==> config.mk <==
export PLATFORM = sky130hd
export DESIGN_NAME = div_request_queue
export DESIGN_NICKNAME = d
export VERILOG_FILES = /design/src/rtl/div_pkg.sv /design/src/rtl/div_req_fifo.sv /design/src/rtl/div_request_queue.sv
export SDC_FILE = /design/constraint.sdc
export NUM_CORES = 1
export LEC_CHECK = 0
export CELL_PAD_IN_SITES_DETAIL_PLACEMENT = 0
export CELL_PAD_IN_SITES_GLOBAL_PLACEMENT = 2
export CORE_ASPECT_RATIO = 2
export CORE_MARGIN = 10
export CORE_UTILIZATION = 41
export CTS_BUF_LIST = sky130_fd_sc_hd__clkbuf_8
export DETAILED_ROUTE_END_ITERATION = 6
export PLACE_DENSITY = 0.87
export SLEW_MARGIN = 20
export SYNTH_ARGS = -nofsm -noshare
export SYNTH_HDL_FRONTEND = slang
export SYNTH_HIERARCHICAL = 1
export SYNTH_SLANG_ARGS = --single-unit
==> constraint.sdc <==
create_clock -name clk -period 6.07 [get_ports clk]
set_clock_uncertainty 0.1 [all_clocks]
set_input_delay 0.607 -clock clk [delete_from_list [all_inputs] [get_ports clk]]
set_output_delay 0.607 -clock clk [all_outputs]
set_load 0.03 [all_outputs]
==> src/rtl/div_pkg.sv <==
// Shared types and constants for the divider request queue.
// Operands are unsigned 4-bit; a zero divisor is replaced before it reaches the divider.
package div_pkg;

    localparam int OPERAND_W = 4;
    localparam logic [OPERAND_W-1:0] DBZ_QUOTIENT = 4'hF;

    typedef enum logic [1:0] {
        IDLE  = 2'd0,
        ISSUE = 2'd1,
        HOLD  = 2'd2
    } state_e;

    typedef struct packed {
        logic [OPERAND_W-1:0] dividend;
        logic [OPERAND_W-1:0] divisor;
    } req_t;

    function automatic logic [OPERAND_W-1:0] safe_divisor(input logic [OPERAND_W-1:0] d);
        return (d == '0) ? OPERAND_W'(1) : d;
    endfunction

endpackage

==> src/rtl/div_req_fifo.sv <==
// Small synchronous FIFO holding dividend/divisor requests.
// Head entry is always visible on rdata; storage itself is not reset.
module div_req_fifo #(
    parameter  int DEPTH = 4,
    parameter  int WIDTH = 8,
    localparam int PTR_W = $clog2(DEPTH)
) (
    input  logic             clk,
    input  logic             rst_n,
    input  logic             push,
    input  logic [WIDTH-1:0] wdata,
    input  logic             pop,
    output logic [WIDTH-1:0] rdata,
    output logic             full,
    output logic             empty,
    output logic [PTR_W:0]   occupancy
);

    logic [WIDTH-1:0] mem_q [DEPTH];
    logic [PTR_W-1:0] wr_ptr_q, wr_ptr_d;
    logic [PTR_W-1:0] rd_ptr_q, rd_ptr_d;
    logic [PTR_W:0]   count_q, count_d;
    logic             do_push;
    logic             do_pop;

    assign full      = (count_q == (PTR_W+1)'(DEPTH));
    assign empty     = (count_q == '0);
    assign do_push   = push && !full;
    assign do_pop    = pop && !empty;
    assign rdata     = mem_q[rd_ptr_q];
    assign occupancy = count_q;

    // Pointers wrap naturally because DEPTH is a power of two.
    always_comb begin
        wr_ptr_d = wr_ptr_q;
        rd_ptr_d = rd_ptr_q;
        count_d  = count_q;
        if (do_push) begin
            wr_ptr_d = wr_ptr_q + PTR_W'(1);
        end
        if (do_pop) begin
            rd_ptr_d = rd_ptr_q + PTR_W'(1);
        end
        case ({do_push, do_pop})
            2'b10:   count_d = count_q + (PTR_W+1)'(1);
            2'b01:   count_d = count_q - (PTR_W+1)'(1);
            default: count_d = count_q;
        endcase
    end

    always_ff @(posedge clk) begin
        if (!rst_n) begin
            wr_ptr_q <= '0;
            rd_ptr_q <= '0;
            count_q  <= '0;
        end else begin
            wr_ptr_q <= wr_ptr_d;
            rd_ptr_q <= rd_ptr_d;
            count_q  <= count_d;
        end
    end

    always_ff @(posedge clk) begin
        if (rst_n && do_push) begin
            mem_q[wr_ptr_q] <= wdata;
        end
    end

endmodule

==> src/rtl/div_request_queue.sv <==
// Feeds queued dividend/divisor pairs to an external combinational divider
// and registers each result into a valid/ready output stage.
//
// state | meaning
// IDLE  | waiting for a queued request; operands mirror the FIFO head
// ISSUE | operands registered, divider settles; result captured at end
// HOLD  | result presented on out_*, waiting for out_ready
module div_request_queue
    import div_pkg::*;
#(
    parameter  int DEPTH = 4,
    localparam int PTR_W = $clog2(DEPTH)
) (
    input  logic                 clk,
    input  logic                 rst_n,
    input  logic                 in_valid,
    output logic                 in_ready,
    input  logic [OPERAND_W-1:0] in_dividend,
    input  logic [OPERAND_W-1:0] in_divisor,
    output logic [OPERAND_W-1:0] div_dividend,
    output logic [OPERAND_W-1:0] div_divisor,
    input  logic [OPERAND_W-1:0] div_quotient,
    input  logic [OPERAND_W-1:0] div_remainder,
    output logic                 out_valid,
    input  logic                 out_ready,
    output logic [OPERAND_W-1:0] out_quotient,
    output logic [OPERAND_W-1:0] out_remainder,
    output logic                 out_dbz,
    output logic [PTR_W:0]       occupancy
);

    localparam int REQ_W = $bits(req_t);

    req_t                 in_req;
    req_t                 head;
    logic [REQ_W-1:0]     head_bits;
    logic                 fifo_full;
    logic                 fifo_empty;
    logic                 push;
    logic                 pop;

    state_e               state_q, state_d;
    logic [OPERAND_W-1:0] op_dividend_q, op_dividend_d;
    logic [OPERAND_W-1:0] op_divisor_q, op_divisor_d;
    logic                 op_dbz_q, op_dbz_d;
    logic                 out_valid_q, out_valid_d;
    logic [OPERAND_W-1:0] out_quotient_q, out_quotient_d;
    logic [OPERAND_W-1:0] out_remainder_q, out_remainder_d;
    logic                 out_dbz_q, out_dbz_d;

    assign in_req.dividend = in_dividend;
    assign in_req.divisor  = in_divisor;
    assign head            = head_bits;

    // in_ready looks only at the registered count, never at out_ready.
    assign in_ready = !fifo_full;
    assign push     = in_valid && in_ready;

    div_req_fifo #(
        .DEPTH (DEPTH),
        .WIDTH (REQ_W)
    ) u_fifo (
        .clk       (clk),
        .rst_n     (rst_n),
        .push      (push),
        .wdata     (in_req),
        .pop       (pop),
        .rdata     (head_bits),
        .full      (fifo_full),
        .empty     (fifo_empty),
        .occupancy (occupancy)
    );

    always_comb begin
        state_d         = state_q;
        op_dividend_d   = op_dividend_q;
        op_divisor_d    = op_divisor_q;
        op_dbz_d        = op_dbz_q;
        out_valid_d     = out_valid_q;
        out_quotient_d  = out_quotient_q;
        out_remainder_d = out_remainder_q;
        out_dbz_d       = out_dbz_q;
        pop             = 1'b0;

        case (state_q)
            IDLE: begin
                if (!fifo_empty) begin
                    state_d       = ISSUE;
                    op_dividend_d = head.dividend;
                    op_divisor_d  = safe_divisor(head.divisor);
                    op_dbz_d      = (head.divisor == '0);
                end
            end
            ISSUE: begin
                state_d         = HOLD;
                pop             = 1'b1;
                out_valid_d     = 1'b1;
                out_quotient_d  = op_dbz_q ? DBZ_QUOTIENT : div_quotient;
                out_remainder_d = op_dbz_q ? op_dividend_q : div_remainder;
                out_dbz_d       = op_dbz_q;
            end
            HOLD: begin
                if (out_ready) begin
                    out_valid_d = 1'b0;
                    if (!fifo_empty) begin
                        state_d       = ISSUE;
                        op_dividend_d = head.dividend;
                        op_divisor_d  = safe_divisor(head.divisor);
                        op_dbz_d      = (head.divisor == '0);
                    end else begin
                        state_d = IDLE;
                    end
                end
            end
            default: begin
                state_d = IDLE;
            end
        endcase
    end

    always_ff @(posedge clk) begin
        if (!rst_n) begin
            state_q         <= IDLE;
            op_dividend_q   <= '0;
            op_divisor_q    <= OPERAND_W'(1);
            op_dbz_q        <= 1'b0;
            out_valid_q     <= 1'b0;
            out_quotient_q  <= '0;
            out_remainder_q <= '0;
            out_dbz_q       <= 1'b0;
        end else begin
            state_q         <= state_d;
            op_dividend_q   <= op_dividend_d;
            op_divisor_q    <= op_divisor_d;
            op_dbz_q        <= op_dbz_d;
            out_valid_q     <= out_valid_d;
            out_quotient_q  <= out_quotient_d;
            out_remainder_q <= out_remainder_d;
            out_dbz_q       <= out_dbz_d;
        end
    end

    // While idle the divider already sees the head, with a zero divisor masked.
    always_comb begin
        if ((state_q == IDLE) && !fifo_empty) begin
            div_dividend = head.dividend;
            div_divisor  = safe_divisor(head.divisor);
        end else begin
            div_dividend = op_dividend_q;
            div_divisor  = op_divisor_q;
        end
    end

    assign out_valid     = out_valid_q;
    assign out_quotient  = out_quotient_q;
    assign out_remainder = out_remainder_q;
    assign out_dbz       = out_dbz_q;

endmodule

Figure 1. Wiring by layer.
Only two layers are drawn.
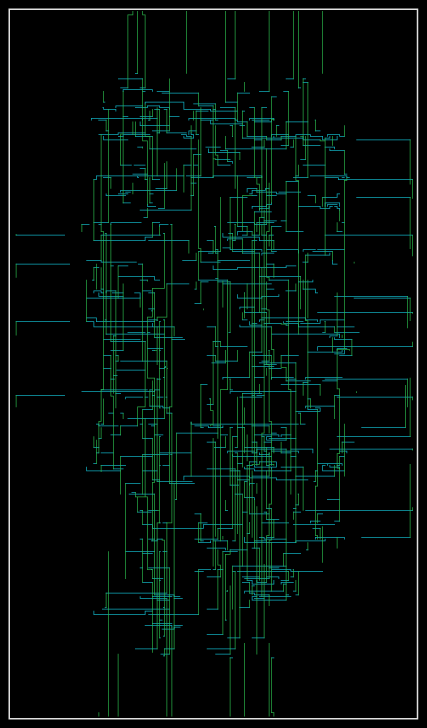
layer	colour	wire length
M2	green	3010 um
M1	cyan	1980 um
Avg WL per Cell: 15.91 um
total track usage: 11.32%
via count: 1666

Figure 2. Clock nets.
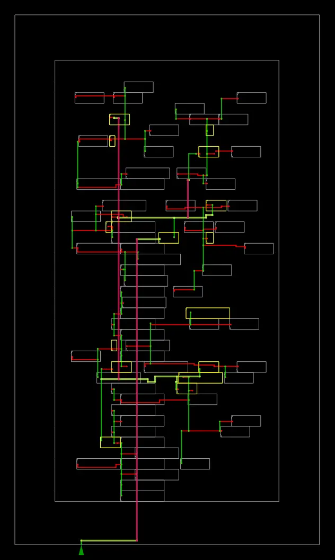
Inserted Clock Buffers: 9
clkbuf count: 9
registers: 62
clock sinks: 62

## stage by stage
stage | power [uW] | setup WS [ns] | instance area [um^2] | cells
floorplan | 1064 | 3.387 | 2659 | 201
global placement | 1295 | 2.836 | 3122 | 318
detailed placement | 1300 | 2.826 | 3122 | 318
CTS | 1677 | 2.440 | 3327 | 334
global route | 1756 | 2.237 | 3327 | 334
finish | 1653 | 2.482 | 3327 | 334
## final cells by class
class | count | area (um^2)
flip-flops and latches | 62 | 1562
fillers | 576 | 2983
multi-input cells | 121 | 1008
clock buffers | 9 | 123.9
inverters | 7 | 26.28
well taps | 86 | 107.6
clock inverters | 7 | 81.33
repair buffers | 42 | 417.9
==> flow_summary_export.csv <==
group,metric,value,unit
run_status,status,"finished clean",
power_and_ir_drop,ir_drop,0.1755,mV
critical_path,path_depth,5,
power_and_ir_drop,seqPwrFrac,35.7,%
floorplanning,initial_core_util,42.14,%
critical_path,max_stage_delay,0.69,ns
synthesis,netlist_instances,201,
clocking,cts_tree,"built",
clocking,clk_pin_slew_worst_paths,0.06,ns
synthesis,floorplan.nets,227,
routing,top_layer,"met4",
routing,route.detailed.drc,0,
routing,wl_met2,3.009,mm
synthesis,ys_cells,201,
grt,grt_pass1_vias,1748,
synthesis,netlist_top_cells_count,"edfxtp_1, dfxtp_1, nand2_1",
layout,lay_top_cells,"clkdlybuf4s50_1, edfxtp_1, dfxtp_1, nand2_1, o21ai_0",
place,dp_hpwl,4.033,mm
synthesis,top_logic_kind,"multiplexers",
synthesis,ff_type,"edfxtp_1",
grt,grt_busiest_layer,"met2",
critical_path,r2r_setup_slack,3.40,ns
synthesis,ys_sh_xor,0.6588,%
clocking,ctsRootBufferMaster,"clkbuf_8",
grt,use_met1,10.98,%
sta,max_freq,278.7,MHz
power_and_ir_drop,powerSeq,590,uW
place,place_congestion,0.7228,
critical_path,rr_worst_depth,8,
synthesis,synthArstFlopShare,0,%
power_and_ir_drop,p_comb_share,41.7,%
synthesis,ys_sh_aoi,9.506,%
sta,hold_viol,0,
sta,drv_slew,0,
floorplanning,core,6310,um^2
routing,post_drt_via_cell_ratio,4.988,
critical_path,crit_fanout,8,
critical_path,critPathKind,"flip-flop to output port",
sta,whs,0.3842,ns
layout,layout_top_cell,"clkdlybuf4s50_1",
synthesis,yosys.area_share.adder,3.106,%
layout,largest_reg_flops,32,
synthesis,mux_share,12.38,%
critical_path,cp.arrival,2.88,ns
floorplanning,die-width,76.94,um
synthesis,ys_types,42,
clocking,clk_path_buf_depth,2,
routing,drt-met1-wl,1.980,mm
synthesis,top_cell_area_share,36.14,%
synthesis,ys.flops,62,
min_path,hold_path_end,"op_divisor_q[2]",
synthesis,avgSynthCellArea,13.23,um^2
critical_path,endpoint,"div_divisor[0]",
sta,slew_headroom,64.45,%
layout,areaGrowthSynthToFinish,25.13,%
sta,setup_violations,0,
routing,drt_iter0_drc,87,
routing,postRouteAntennaNets,0,
job,warning_count,29,
routing,routed_wl,5.315,mm
place,portBuffers,41,
power_and_ir_drop,p_per_area,496.8,nW/um^2
grt,antenna_found_initial,0,
layout,fin_util,52.73,%
power_and_ir_drop,clock_power_share,22.7,%
sta,setup_tns,0,ns
clocking,postCtsSetupBuffers,0,
power_and_ir_drop,power_leader,"combinational cells",
clocking,insertion_delay,0.34,ns
floorplanning,ios,42,
power_and_ir_drop,p_leak,0.001243,uW
layout,regMostFlops,"u_fifo/mem_q",
synthesis,yosys_warnings,6,
clocking,hold_buffers,0,
power_and_ir_drop,p_comb,688,uW
floorplanning,die_h,133.9,um
grt,grt_use_met3,2.410,%
critical_path,r2r_start,"state_q[0]",
critical_path,worstSetupEndpointType,"output port",
min_path,hold_depth,2,
synthesis,edf_count,32,
clocking,post_cts_resized,0,
sta,rsz0062_at_grt,"false",
synthesis,yosysSeqAreaShare,58.73,%
critical_path,path_delay_family,"buffers and inverters",
critical_path,cp_num_buf_inv,1,
critical_path,startpoint_type,"flip-flop",
grt,overflow,0,
routing,firstDrtPassIters,4,
synthesis,synth_dominant_cell_count,"edfxtp_1",
routing,wl_met3,148,um
min_path,min-delay-start,"op_divisor_q[2]",
power_and_ir_drop,netSwitchingFraction,36.35,%
synthesis,area_leaders,"edfxtp_1, dfxtp_1, mux4_2",
synthesis,yosys-stat-area,2659,um^2
sta,period_used_share,59.11,%
sta,layout_min_cycle_time,3.588,ns
Power and IR drop assume default switching activity.
